Run 1, wires at chosen ports, followed through buffers:
Scale: 1 px per um.
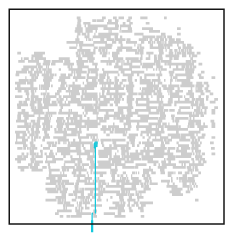
Run 1, signal wires by layer:
Scale: 2 px per um. Only two layers are drawn.
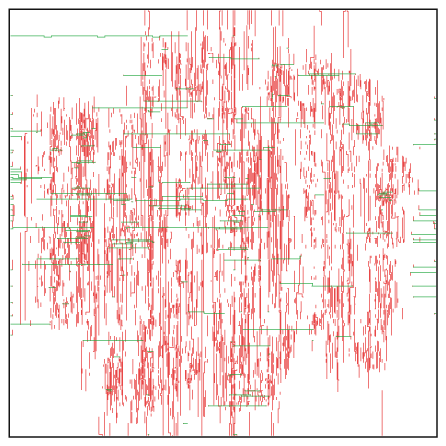
Run 1, pin placement:
Scale: 2 px per um. Pins as bars across the die edge, other pins in grey.
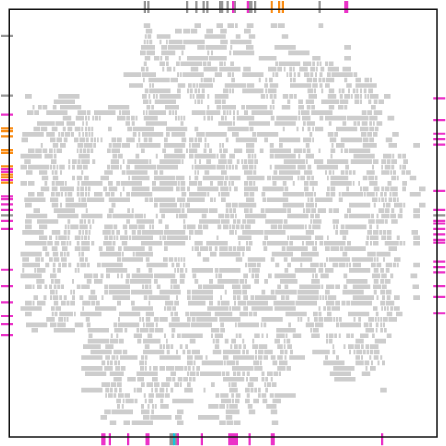
Run 1, cells by drive strength:
Scale: 2 px per um.
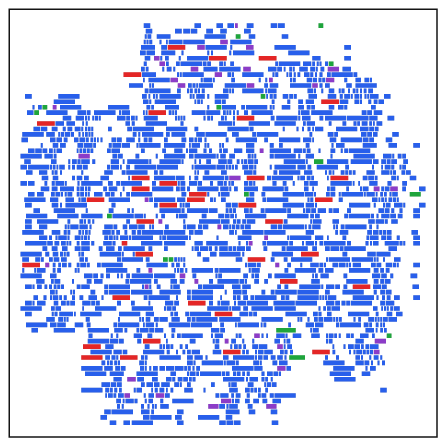
Design bnn_act_pool_flat, sky130hd; sources not shown.
==> results.ini, run 1 <==
[synthesis]
top_cell=edfxtp_1
synth_adder_area_share=0.166
ys_warn_count=6
synthArstFlopShare=0
yosysChipArea_mm2=0.0165
flop_cell=edfxtp_1
syn_avg_cell_area_um2=9.74
yosys.area_share.simple=0.166
ys_top_cells_by_count=edfxtp_1, ha_1, nor2_1
compound_area_frac=0.176
top_area_cell=edfxtp_1
ys.flops=225
enable_flop_cells=208

[pwr]
comb-power_w=0.00119
leakage_nw=8.09
p_sw_frac=0.325
power_frac_seq=0.345
pwr-share-clk=0.320
clk-power_w=0.00114

[cts]
cts_tree=done
cts-resized-gates=0
h-tree-depth=2
root_buffer=clkbuf_16
clockBufferDepth=3
clkTransAtPathRegs_ps=50

[final_timing]
finalHoldViolations=0
worst-slew-pin-transition_ps=795
layout_min_cycle_time_ps=7110
fin_hold_ws_ps=250
grt_setup_unrepaired=false
tns_ps=0
setup_ws_ps=2240

[routing]
drc=0
drt-met1-wl_um=18600
dr_wl_met2_um=18200

[placement]
hpwl_um=28700
gp_congestion=0.845

[worst_setup_path]
cp_slowest_stage_delay_ps=510
ff2ff_path_depth=24
cp_max_fo=12
crit_type=in2reg
crit_cells=27
end_kind=register
cp.required_ps=9380

[global_routing]
grt_overflow_total=0
grt_max_degree=58
use_met3=0.0254
met2_usage=0.288

[cells_and_area]
drive_gt1_frac=0.0544
comb_area_mm2=0.00922

[run]
drv_cap=0

[floorplan]
coreArea_mm2=0.0408
die_area_mm2=0.0454

[run_status]
status=finished, final reports clean

About 'wires at chosen ports, followed through buffers':
cyan -> thr_we  # direction input, end cells 2, wire 84.5 um
port bufs: 89
Top Ports: 90

About 'signal wires by layer':
red -> metal 2  # wire length 18200 um
green -> metal 3  # wire length 1900 um
drt total wl: 39900 um
DR vias: 12400
Tot GR Track Use: 0.174
DR WL/cell: 17.1 um

About 'pin placement':
orange -> thr_data  # pins 12, direction input, edge 9 west, 3 north
magenta -> s_bpu_in  # pins 56, direction input, edge 19 east, 17 south, 16 west, 4 north
cyan -> thr_we  # pins 1, direction input, edge south
all pins by edge = 28 west, 21 north, 21 south, 20 east
Die Ht: 213 um
Die Wd: 213 um

About 'cells by drive strength':
purple -> _2 cells  # cells 45
red -> _6 and larger  # cells 37
blue -> _0 and _1 cells  # cells 1705
green -> _3 and _4 cells  # cells 16
Buffers, non-clock: 100
Final Cell Area: 0.0189 mm2

-- run 1: worst reg2reg max path: stages (launching register included) --
cell and delay, ps:
edfxtp_1 400, ha_1 290, a21o_1 180, a21oi_1 210
o21ai_0 140, a221oi_1 360, o21ai_0 210, a21oi_1 180
o21bai_1 110, xor2_1 160, ha_1 460, nand2_1 120
o311ai_2 570, o22ai_1 240, ha_1 330, nand2b_1 140
a21o_1 180, a21o_1 170, a21oi_1 150, o21ai_0 110
o211ai_1 110, a21o_1 160, nand2_1 50, nand2b_1 80
nor2_1 40
-- run 1: stage by stage --
stage	utilization	power, W	cell area (um2)
3_5_place_dp	0.440	0.00243	18000
3_3_place_gp	0.440	0.00240	18000
6_report	0.464	0.00355	18900
2_1_floorplan	-	0.00212	16500
4_1_cts	0.464	0.00359	18900
5_1_grt	0.464	0.00379	18900
-- run 1: layout make-up --
| class | instances | area share |
|---|---|---|
| flip-flops and latches | 225 | 0.348 |
| clock inverters | 3 | 0.00225 |
| multi-input cells | 1284 | 0.486 |
| repair buffers | 100 | 0.0510 |
| inverters | 142 | 0.0281 |
| clock buffers | 49 | 0.0490 |
| well taps | 532 | 0.0351 |
| diodes | 2 | 0.000264 |
-- run 1: cells in the final DEF (no fill, tap or decap), types with 13 or more instances in the layout --
master,netlist,final
nor3_1,40,40
ha_1,201,201
clkdlybuf4s50_1,0,87
o21a_1,22,22
o21ai_0,71,71
dfxtp_1,17,17
xnor2_1,47,47
a22o_1,14,14
and2_1,118,118
nor2_1,149,149
clkbuf_16,0,35
edfxtp_1,208,208
clkbuf_1,35,14
a21oi_1,122,122
nor2b_1,32,32
a211oi_1,43,43
inv_1,142,142
a21o_1,60,60
o21ai_1,15,15
nand2b_1,42,41
nand2_1,94,94
xor2_1,29,29
or2_2,13,13
Run 1, cell placement:
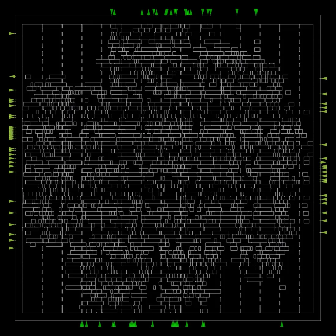

--- run 2 (diff from run 1) ---
Clock period 9.35 ns to 6.3 ns, I/O delays scaled along.
Run 2, cell placement:
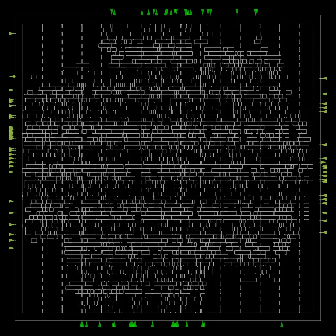
Tap Cells: 532
final design utilization: 0.481
FILL cells: 3820
core area: 0.0408 mm2
seq_cells: 225

Run 2, wires at chosen ports, followed through buffers:
Scale: 1 px per um.
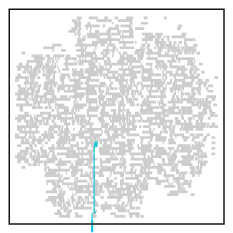
cyan -> thr_we  # direction input, end cells 2, wire 83.1 um

Run 2, pin placement:
Scale: 2 px per um. Pins as bars across the die edge, other pins in grey.
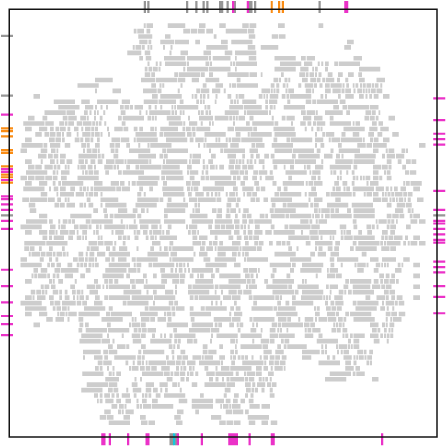
magenta -> s_bpu_in  # pins 56, direction input, edge 19 east, 17 south, 16 west, 4 north
cyan -> thr_we  # pins 1, direction input, edge south
orange -> thr_data  # pins 12, direction input, edge 9 west, 3 north
all pins by edge = 28 west, 21 north, 21 south, 20 east

==> run 2 against run 1 <==
Against the previous run: synthesized area stayed put; design area up 3.6%; critical path depth down 1; global-route usage rose by 0.67 points; first-iteration DRC count increased by 13%; highest routed layer unchanged; die size is the same; sequential share of layout area is 1.2 points lower; largest power group is now combinational logic; non-clock buffer count up 83; sequential cell count is the same.
==> results.ini, run 2 <==
[synthesis]
ys_types=74  ; unchanged
top_cell=edfxtp_1  ; unchanged
synth_adder_area_share=0.166  ; unchanged
compound_area_frac=0.176  ; unchanged
top_area_cell=edfxtp_1  ; unchanged
yosysChipArea_mm2=0.0165  ; unchanged
synthArstFlopShare=0  ; unchanged
ys_top_cells_by_count=edfxtp_1, ha_1, nor2_1  ; unchanged
ys_cells=1696  ; unchanged
flop_cell=edfxtp_1  ; unchanged
ys_warn_count=6  ; unchanged
top_cells_by_area=edfxtp_1, ha_1, and2_1  ; unchanged
ys.flops=225  ; unchanged
syn_nets=1984  ; unchanged
syn_inst=1696  ; unchanged
enable_flop_cells=208  ; unchanged
mux_area_frac=0.00750  ; unchanged
syn_avg_cell_area_um2=9.74  ; unchanged
xor_share=0.0423  ; unchanged
top_cell_area_share=0.378  ; unchanged
yosys.area_share.simple=0.166  ; unchanged
top_logic_kind=AND-OR/OR-AND gates  ; unchanged
ys_seq_frac=0.399  ; unchanged

[floorplan]
fp-row-count=74  ; unchanged
pin_count=90  ; unchanged
die_w_um=213  ; unchanged
die_area_mm2=0.0454  ; unchanged
fp_util=0.404  ; unchanged
die_y_um=213  ; unchanged

[final_timing]
max_freq_ghz=0.168
layout_min_cycle_time_ps=5940
finalHoldViolations=0  ; unchanged
grt_setup_unrepaired=false  ; unchanged
fin_hold_ws_ps=261  ; was 250 ps
timing.final.crit_share=0.942
worst-slew-pin-transition_ps=949  ; was 795 ps

[cells_and_area]
flop_area_mm2=0.00659  ; unchanged
drive_gt1_frac=0.0989  ; was 0.0544
comb_area_mm2=0.00926  ; was 0.00922 mm2
layout.cells.most_common=edfxtp_1  ; unchanged
lay_top_cells=edfxtp_1, ha_1, nor2_1  ; unchanged

[placement]
hpwl_um=30100  ; was 28700 um
gp_congestion=0.885  ; was 0.845
port_buffers=89  ; unchanged

[pwr]
power_density_mw_per_mm2=279  ; was 188 mW/mm2
peakVddDrop_mv=0.193  ; was 0.132 mV
power_frac_seq=0.332  ; was 0.345
p_sw_w=0.00178  ; was 0.00115 W
leakage_nw=8.51  ; was 8.09 nW
p_sw_frac=0.326  ; was 0.325
power_frac_comb=0.357  ; was 0.335
pwr-share-clk=0.311  ; was 0.320
p_total_w=0.00547  ; was 0.00355 W

[cts]
h-tree-depth=2  ; unchanged
worst_skew_pair.late_latency_ps=490  ; about the same
cts_tree=done  ; unchanged
root_buffer=clkbuf_16  ; unchanged
clockBufferDepth=3  ; unchanged
clkTransAtPathRegs_ps=50  ; about the same
cts_buffers=34  ; unchanged
cts.sinks=225  ; unchanged

[worst_setup_path]
critPathBufInv=3  ; unchanged
ff2ff_path_depth=25  ; was 24
end_kind=register  ; unchanged
crit_arrival_ps=5960  ; was 7140 ps
path_delay_family=AND-OR/OR-AND gates  ; unchanged
crit_type=in2reg  ; unchanged
startpoint_type=input pin  ; unchanged
cp_max_fo=8  ; was 12
cp_slowest_stage_delay_ps=430  ; was 510 ps
cp.required_ps=6330  ; was 9380 ps
r2r_setup_slack_ps=1170  ; was 3710 ps
crit_cells=26  ; was 27

[routing]
avgRoutedWirePerCell_um=17.2  ; was 17.1 um
drc=0  ; unchanged
drt-total-wl_um=41600  ; was 39900 um
num_vias=12900  ; was 12400
ant_nets=0  ; unchanged
dr.pass1.iters=5  ; unchanged
first_iter_violations=701  ; was 623

[run]
warnings=30  ; unchanged
drv_cap=0  ; unchanged

[global_routing]
grt_overflow_total=0  ; unchanged
grt_first_pass_wirelength_um=65700  ; was 63700 um
grt_use_total=0.180  ; was 0.174
grt_max_degree=56  ; was 58
grt_pass1_vias=12900  ; was 12500

[min_path]
hp-class=reg2reg  ; unchanged
hold_depth=2  ; unchanged

[run_status]
status=finished, final reports clean  ; unchanged

## run 2: cell counts after synthesis
No cell type changed its count.
## run 2: power groups by stage
stage,logic (W),clock network [W],registers [W]
floorplan,0.00132,0,0.00183
CTS,0.00195,0.00175,0.00182
global route,0.00219,0.00181,0.00183
global placement,0.00189,0,0.00184
detailed placement,0.00193,0,0.00184
finish,0.00196,0.00170,0.00182
## run 2: layout make-up
| cell class | count | area share |
|---|---|---|
| Sequential cell | 225 | 0.336 |
| Tap cell | 532 | 0.0339 |
| Timing Repair Buffer | 183 | 0.0810 |
| Antenna cell | 3 | 0.000383 |
| Multi-Input combinational cell | 1284 | 0.472 |
| Clock inverter | 2 | 0.000638 |
| Clock buffer | 55 | 0.0495 |
| Inverter | 142 | 0.0272 |
## run 2: through the flow
stage                     worst slack (ps)   util  instance area (um2)  std cells  TNS [ps]
final                                  365  0.481                19600       2426         0
after global routing                  5.24  0.481                19600       2425         0
after CTS                              268  0.479                19600       2421         0
after detailed placement              -234  0.455                18600       2364     -1030
after global placement                -156  0.455                18600       2364      -614
after floorplan                        427      -                16500       1696         0
## run 2: what timing repair did
action | 4_1_cts | 5_1_grt
gates resized | 0 | 10
hold buffers | 0 | 0
buffers inserted | 0 | 2
endpoints found under the setup margin | 0 | 6
## run 2: kinds of logic after synthesis
group,after synthesis
muxes,10
and+or+nand+nor,542
DFF,225
AOI/OAI and AO/OA,439
buffers and inverters,187
xor gates and xnor gates,78
adders and majority gates,215
## run 2: metal layers
metal	GRT usage	routed length, um
met2	0.304	19400
met4	0.0575	1190
met3	0.0273	2020
met1	0.239	19000
met5	0	13
Power figures rest on the tool's default switching activity, not on a simulated workload.
